`src/rtl/float_copro_pkg.sv`:
```
// Shared types and constants for the float coprocessor controller.
package float_copro_pkg;

  localparam int OPC_W  = 11;
  localparam int DATA_W = 32;

  typedef enum logic [1:0] {
    OP_ADD = 2'd0,
    OP_SUB = 2'd1,
    OP_MUL = 2'd2,
    OP_DIV = 2'd3
  } op_e;

  typedef enum logic [1:0] {
    IDLE = 2'd0,
    EXEC = 2'd1,
    DONE = 2'd2
  } state_t;

  // Result returned for a divide by zero.
  localparam logic [DATA_W-1:0] DIV0_RESULT = 32'hFFFF_FFFF;

endpackage

```
`src/rtl/float_copro_ctrl.sv`:
```
// Sequencer between the LM32 user-instruction port and the combinational
// coprocessor datapath. One request at a time: operands are registered onto
// the datapath, held for a per-opcode multicycle window, and the result is
// returned with a single-cycle complete pulse. Illegal opcodes and divide by
// zero are trapped without touching the datapath registers.
module float_copro_ctrl
  import float_copro_pkg::*;
#(
  parameter int LAT_ADD = 1,
  parameter int LAT_MUL = 2,
  parameter int LAT_DIV = 8
) (
  input  logic              clk_i,
  input  logic              rst_i,
  input  logic              user_valid_i,
  input  logic [OPC_W-1:0]  user_opcode_i,
  input  logic [DATA_W-1:0] user_operand_0_i,
  input  logic [DATA_W-1:0] user_operand_1_i,
  output logic [DATA_W-1:0] user_result_o,
  output logic              user_complete_o,
  output logic [OPC_W-1:0]  dp_opcode_o,
  output logic [DATA_W-1:0] dp_op0_o,
  output logic [DATA_W-1:0] dp_op1_o,
  input  logic [DATA_W-1:0] dp_result_i,
  output logic              busy_o,
  output logic              err_o,
  output logic [31:0]       ops_done_o
);

  localparam int LAT_MAX = (LAT_ADD > LAT_MUL) ?
                           ((LAT_ADD > LAT_DIV) ? LAT_ADD : LAT_DIV) :
                           ((LAT_MUL > LAT_DIV) ? LAT_MUL : LAT_DIV);
  localparam int CNT_W   = (LAT_MAX < 2) ? 1 : $clog2(LAT_MAX + 1);

  state_t              state_q, state_d;
  logic [CNT_W-1:0]    cnt_q, cnt_d;
  logic [OPC_W-1:0]    dp_opc_q, dp_opc_d;
  logic [DATA_W-1:0]   dp_op0_q, dp_op0_d;
  logic [DATA_W-1:0]   dp_op1_q, dp_op1_d;
  logic [DATA_W-1:0]   res_q, res_d;
  logic                err_q, err_d;
  logic [31:0]         ops_q, ops_d;

  // Countdown load value: the datapath is given LAT cycles, EXEC exits on cnt==0.
  function automatic logic [CNT_W-1:0] lat_load(input logic [1:0] op);
    case (op_e'(op))
      OP_MUL:  lat_load = CNT_W'(LAT_MUL - 1);
      OP_DIV:  lat_load = CNT_W'(LAT_DIV - 1);
      default: lat_load = CNT_W'(LAT_ADD - 1);
    endcase
  endfunction

  // Next-state and next-register logic; every register holds unless updated.
  always_comb begin
    state_d  = state_q;
    cnt_d    = cnt_q;
    dp_opc_d = dp_opc_q;
    dp_op0_d = dp_op0_q;
    dp_op1_d = dp_op1_q;
    res_d    = res_q;
    err_d    = err_q;
    ops_d    = ops_q;
    case (state_q)
      IDLE: begin
        if (user_valid_i) begin
          if (user_opcode_i > OPC_W'(3)) begin
            res_d   = '0;
            err_d   = 1'b1;
            state_d = DONE;
          end else if ((user_opcode_i == OPC_W'(3)) && (user_operand_1_i == '0)) begin
            res_d   = DIV0_RESULT;
            err_d   = 1'b1;
            state_d = DONE;
          end else begin
            dp_opc_d = user_opcode_i;
            dp_op0_d = user_operand_0_i;
            dp_op1_d = user_operand_1_i;
            cnt_d    = lat_load(user_opcode_i[1:0]);
            state_d  = EXEC;
          end
        end
      end
      EXEC: begin
        if (cnt_q == '0) begin
          res_d   = dp_result_i;
          err_d   = 1'b0;
          state_d = DONE;
        end else begin
          cnt_d = cnt_q - CNT_W'(1);
        end
      end
      DONE: begin
        ops_d   = ops_q + 32'd1;
        state_d = IDLE;
      end
      default: state_d = IDLE;
    endcase
  end

  // State register; reset abandons any in-flight operation.
  always_ff @(posedge clk_i or posedge rst_i) begin
    if (rst_i) state_q <= IDLE;
    else       state_q <= state_d;
  end

  // Counter, datapath operand, result and statistics registers.
  always_ff @(posedge clk_i or posedge rst_i) begin
    if (rst_i) begin
      cnt_q    <= '0;
      dp_opc_q <= '0;
      dp_op0_q <= '0;
      dp_op1_q <= '0;
      res_q    <= '0;
      err_q    <= 1'b0;
      ops_q    <= '0;
    end else begin
      cnt_q    <= cnt_d;
      dp_opc_q <= dp_opc_d;
      dp_op0_q <= dp_op0_d;
      dp_op1_q <= dp_op1_d;
      res_q    <= res_d;
      err_q    <= err_d;
      ops_q    <= ops_d;
    end
  end

  assign user_complete_o = (state_q == DONE);
  assign user_result_o   = user_complete_o ? res_q : '0;
  assign err_o           = user_complete_o ? err_q : 1'b0;
  assign busy_o          = (state_q == EXEC) || (state_q == DONE);
  assign dp_opcode_o     = dp_opc_q;
  assign dp_op0_o        = dp_op0_q;
  assign dp_op1_o        = dp_op1_q;
  assign ops_done_o      = ops_q;

endmodule

```
`config.mk`:
```
export PLATFORM = sky130hd
export DESIGN_NAME = float_copro_ctrl
export DESIGN_NICKNAME = d
export VERILOG_FILES = /design/src/rtl/float_copro_pkg.sv /design/src/rtl/float_copro_ctrl.sv
export SDC_FILE = /design/constraint.sdc
export NUM_CORES = 1
export LEC_CHECK = 0
export ABC_CLOCK_PERIOD_IN_PS = 6500
export CAP_MARGIN = 15
export CORE_MARGIN = 2
export CORE_UTILIZATION = 47
export CTS_BUF_LIST = sky130_fd_sc_hd__clkbuf_16
export CTS_CLUSTER_DIAMETER = 80
export DETAILED_ROUTE_END_ITERATION = 10
export GPL_TIMING_DRIVEN = 1
export HOLD_SLACK_MARGIN = 0.15
export PLACE_DENSITY_LB_ADDON = 0.3
export SYNTH_ARGS = -nofsm -noshare
export SYNTH_HDL_FRONTEND = slang
export SYNTH_SLANG_ARGS = --single-unit
```
`constraint.sdc`:
```
create_clock -name clk_i -period 6.5 [get_ports clk_i]
set_input_delay 0.65 -clock clk_i [delete_from_list [all_inputs] [get_ports clk_i]]
set_output_delay 0.65 -clock clk_i [all_outputs]
set_load 0.02 [all_outputs]
```
==> deck_impl_summary.md <==
Physical Implementation Snapshot

Status
  • Status: finished clean

Power and ir drop
  • Clock power share: 40.2%
  • VDD IR max: 0.1842 mV
  • Total power: 2.371 mW
  • Leakage: 4.554 nW
  • NetSw: 644.8 µW
  • Switching share of total power: 27.19%
  • Sequential share of power: 41.4%
  • Combinational power share: 18.4%
  • Pint: 1.727 mW
  • Pwr Density: 244.8 nW/µm²

Clock tree
  • # hold bufs at CTS: 0
  • Setup Buffers After CTS: 0
  • CTS tree: yes
  • Clk_lat worst skew: 0.42 ns
  • Resized cells post-CTS: 0
  • CTS root buf: clkbuf_16
  • Clock buffer depth: 2
  • CTS clk-pin slew, worst paths: 0.06 ns
  • Clk sinks: 146
  • Number of buffers created by CTS: 17
  • H-tree depth: 4

Setup path
  • Critical path buffers and inverters: 1
  • Max FO, Critical Path: 80
  • WP depth: 6
  • RR Endpoint: ops_done_o[31]$_DFFE_PP0P_
  • CP Capture Type: register
  • Worst Reg-to-Reg Cells: 8
  • Crit path cell chain: clkdlybuf4s50_1 -> or4_1 -> or4_1 -> a31o_4 -> a21boi_0 -> a221o_1
  • Critical Path Sink: cnt_q[3]$_DFFE_PP0P_
  • R2R Path Start: state_q[0]$_DFFE_PP0P_
  • Top cell by count, worst path: or4_1
  • R2R Setup Slk: 3.59 ns
  • CP delay by family, top: AND-OR/OR-AND gates
  • WS Path Type: input port to register
  • Crit start category: input port
  • CP max stage delay: 0.57 ns
  • CP max-delay cell: or4_1
  • Worst Path Arrival: 3.39 ns
  • Crit path from: user_opcode_i[5]
  • WP data required: 6.80 ns

Final timing
  • Period utilization: 47.60%
  • Slew at the pin closest to its max-slew limit: 1.044 ns
  • Hold Slack: 0.4794 ns
  • F_max: 0.3232 GHz
  • Max_slew headroom: 29.88%
  • Fin. Hold Viols: 0
  • Final setup skew: 0.01135 ns
  • Min Tclk post-route: 3.094 ns
  • RSZ-0062 raised after global routing: false
  • Final TNS setup: 0 ns
  • Setup violators final: 0
  • Setup ws final: 3.406 ns
  • Fin. max-slew vios: 0

Logic synthesis
  • YS warnings: 0
  • Area share, top type: 56.89%
  • Ys cells: 537
  • Synth Cell Area: 6422 µm²
  • Simple-Gate Area Share: 15.06%
  • Mapped Cells: 537
  • Netlist cell types: 41
  • Cell taking the most area after synthesis: dfrtp_1
  • Chip Area, Yosys: 6422 µm²
  • Yosys adder share: 0.9741%
  • Ao+oa area frac: 2.747%
  • Registers, synthesis: 146
  • Flip-flops with a built-in enable: 0
  • Most frequent cells after synthesis: 146 x dfrtp_1, 97 x mux2_2, 77 x nand2_1
  • Yosys xor share: 4.228%
  • Top FF cell, synth: dfrtp_1
  • Top logic family: multiplexers
  • Syn_nets: 652
  • Avg Synthesized Cell Area: 11.96 µm²
  • Mux share: 17.59%
  • Async S/R FF share, synth: 100.0%
  • Yosys top cell by instances: dfrtp_1
  • Top cells by area: dfrtp_1 57%, mux2_2 17%, nand2_1 4.5%
  • Post-synth seq share: 56.89%

Global routing
  • Antenna violations before repair: 1
  • Grt ovf: 0
  • Global-route wire length before repair: 25840 µm
  • Grt peak-use layer: met2
  • Vias in the first global route: 5134
  • Met2 Resource Use GR: 38.55%
  • Total Routing Usage GR: 22.77%
  • Grt met1 use: 26.20%
  • Largest net degree at the start of global routing: 81

Drt
  • Router iterations before antenna repair: 8
  • DR WL met2: 8384 µm
  • Drt drc: 0
  • Uppermost layer routed: met4
  • Starting DRT DRC Count: 290
  • Detail Route Antenna Nets: 0
  • Met1 WL: 6179 µm
  • Met3 WL: 1572 µm
  • Drt via density: 5.115
  • WL/cell: 16.69 µm

Worst hold path
  • Hold Path Class: register to register
  • WHS Endpoint: ops_done_o[31]$_DFFE_PP0P_
  • Hold path depth: 1
  • HP Start: ops_done_o[31]$_DFFE_PP0P_

Floorplan
  • Die height: 120.9 µm
  • Ports: 252
  • CORE AREA: 13300 µm²
  • Fp_density: 48.31%
  • Die area: 14620 µm²
  • Row Count: 42
  • Die width: 120.9 µm

Placement
  • Placed insts: 943
  • DP Wirelength: 11680 µm
  • Placed Area: 9086 µm²
  • Buffers added on ports: 251
  • GPL Wtd Cong: 0.7725
  • Pre-CTS setup slack: 2.972 ns

Layout
  • Top Layout Cells: 251 x clkdlybuf4s50_1, 146 x dfrtp_1, 97 x mux2_2
  • Flop area: 3654 µm²
  • Utilization after layout: 72.85%
  • Final non-filler cell total: 977
  • FILL cells: 913
  • Final instance area: 9686 µm²
  • Commonest Layout Cell: clkdlybuf4s50_1
  • P&R area growth vs syn: 50.81%
  • Layout cells sized above 1: 17.63%
  • Nets@finish: 902
  • MI comb area: 2616 µm²

Flow run
  • Tool warnings: 28
  • Maximum Capacitance Violations: 0
==> area by class of cell <==
type,instances,share of cell area [%]
clock buffers,17,4.392
well taps,176,2.274
repair buffers,256,26.40
diodes,1,0.02584
flip-flops and latches,146,37.72
multi-input cells,353,27.01
inverters,13,0.5555
clock inverters,15,1.615
==> power groups by stage <==
stage	Sequential (mW)	Combinational [mW]	Clock (mW)
detailed placement	0.996	0.438	0
global route	0.985	0.473	1.01
floorplan	1.03	0.206	0
global placement	0.994	0.430	0
finish	0.981	0.437	0.953
CTS	0.980	0.441	0.975
==> state kept, by name (all words and copies together) (netlist names) <==
register	flops
res_q	32
err_q	1
dp_op0_o	32
state_q	2
ops_done_o	32
dp_opcode_o	11
cnt_q	4
dp_op1_o	32
layer_met1.png
Scale bar: 20 µm.
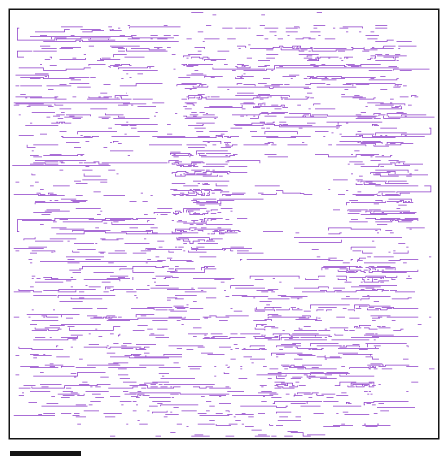
The layer holds 38% of the routed length. The longest straight run is 34.5 µm.

layer_met2.png
Scale bar: 20 µm.
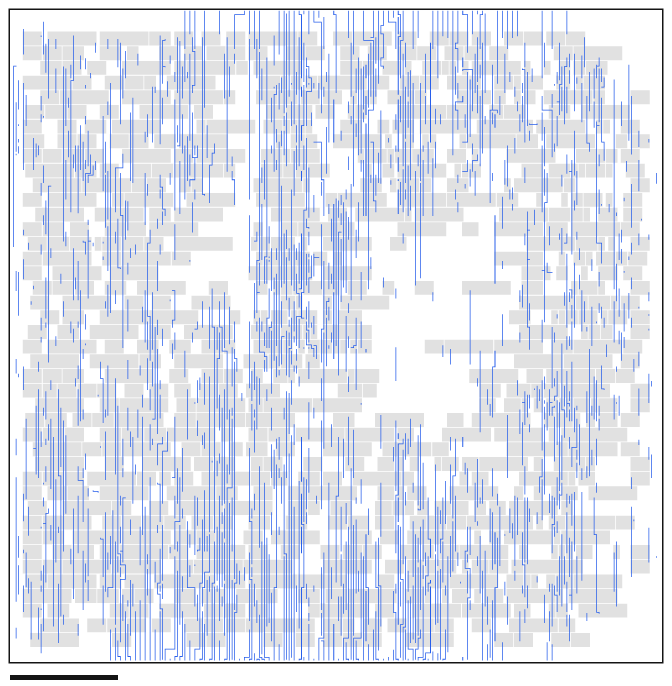
The wires run mostly vertical. The layer carries 8380 µm of wire. The layer holds 51% of the routed length. The longest straight run is 42.5 µm.

layer_met3.png
Scale bar: 20 µm.
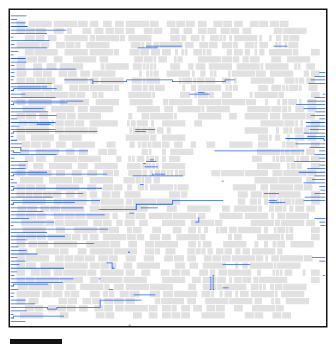
The wires run mostly horizontal. The longest straight run is 37.0 µm. The layer holds 9.6% of the routed length. 152 nets have wire on it.
routed via count: 4997
Post-Route WL: 16310 µm
M3 GR Usage: 10.15%

No activity file was given, so power comes from the tool's default toggle rates.
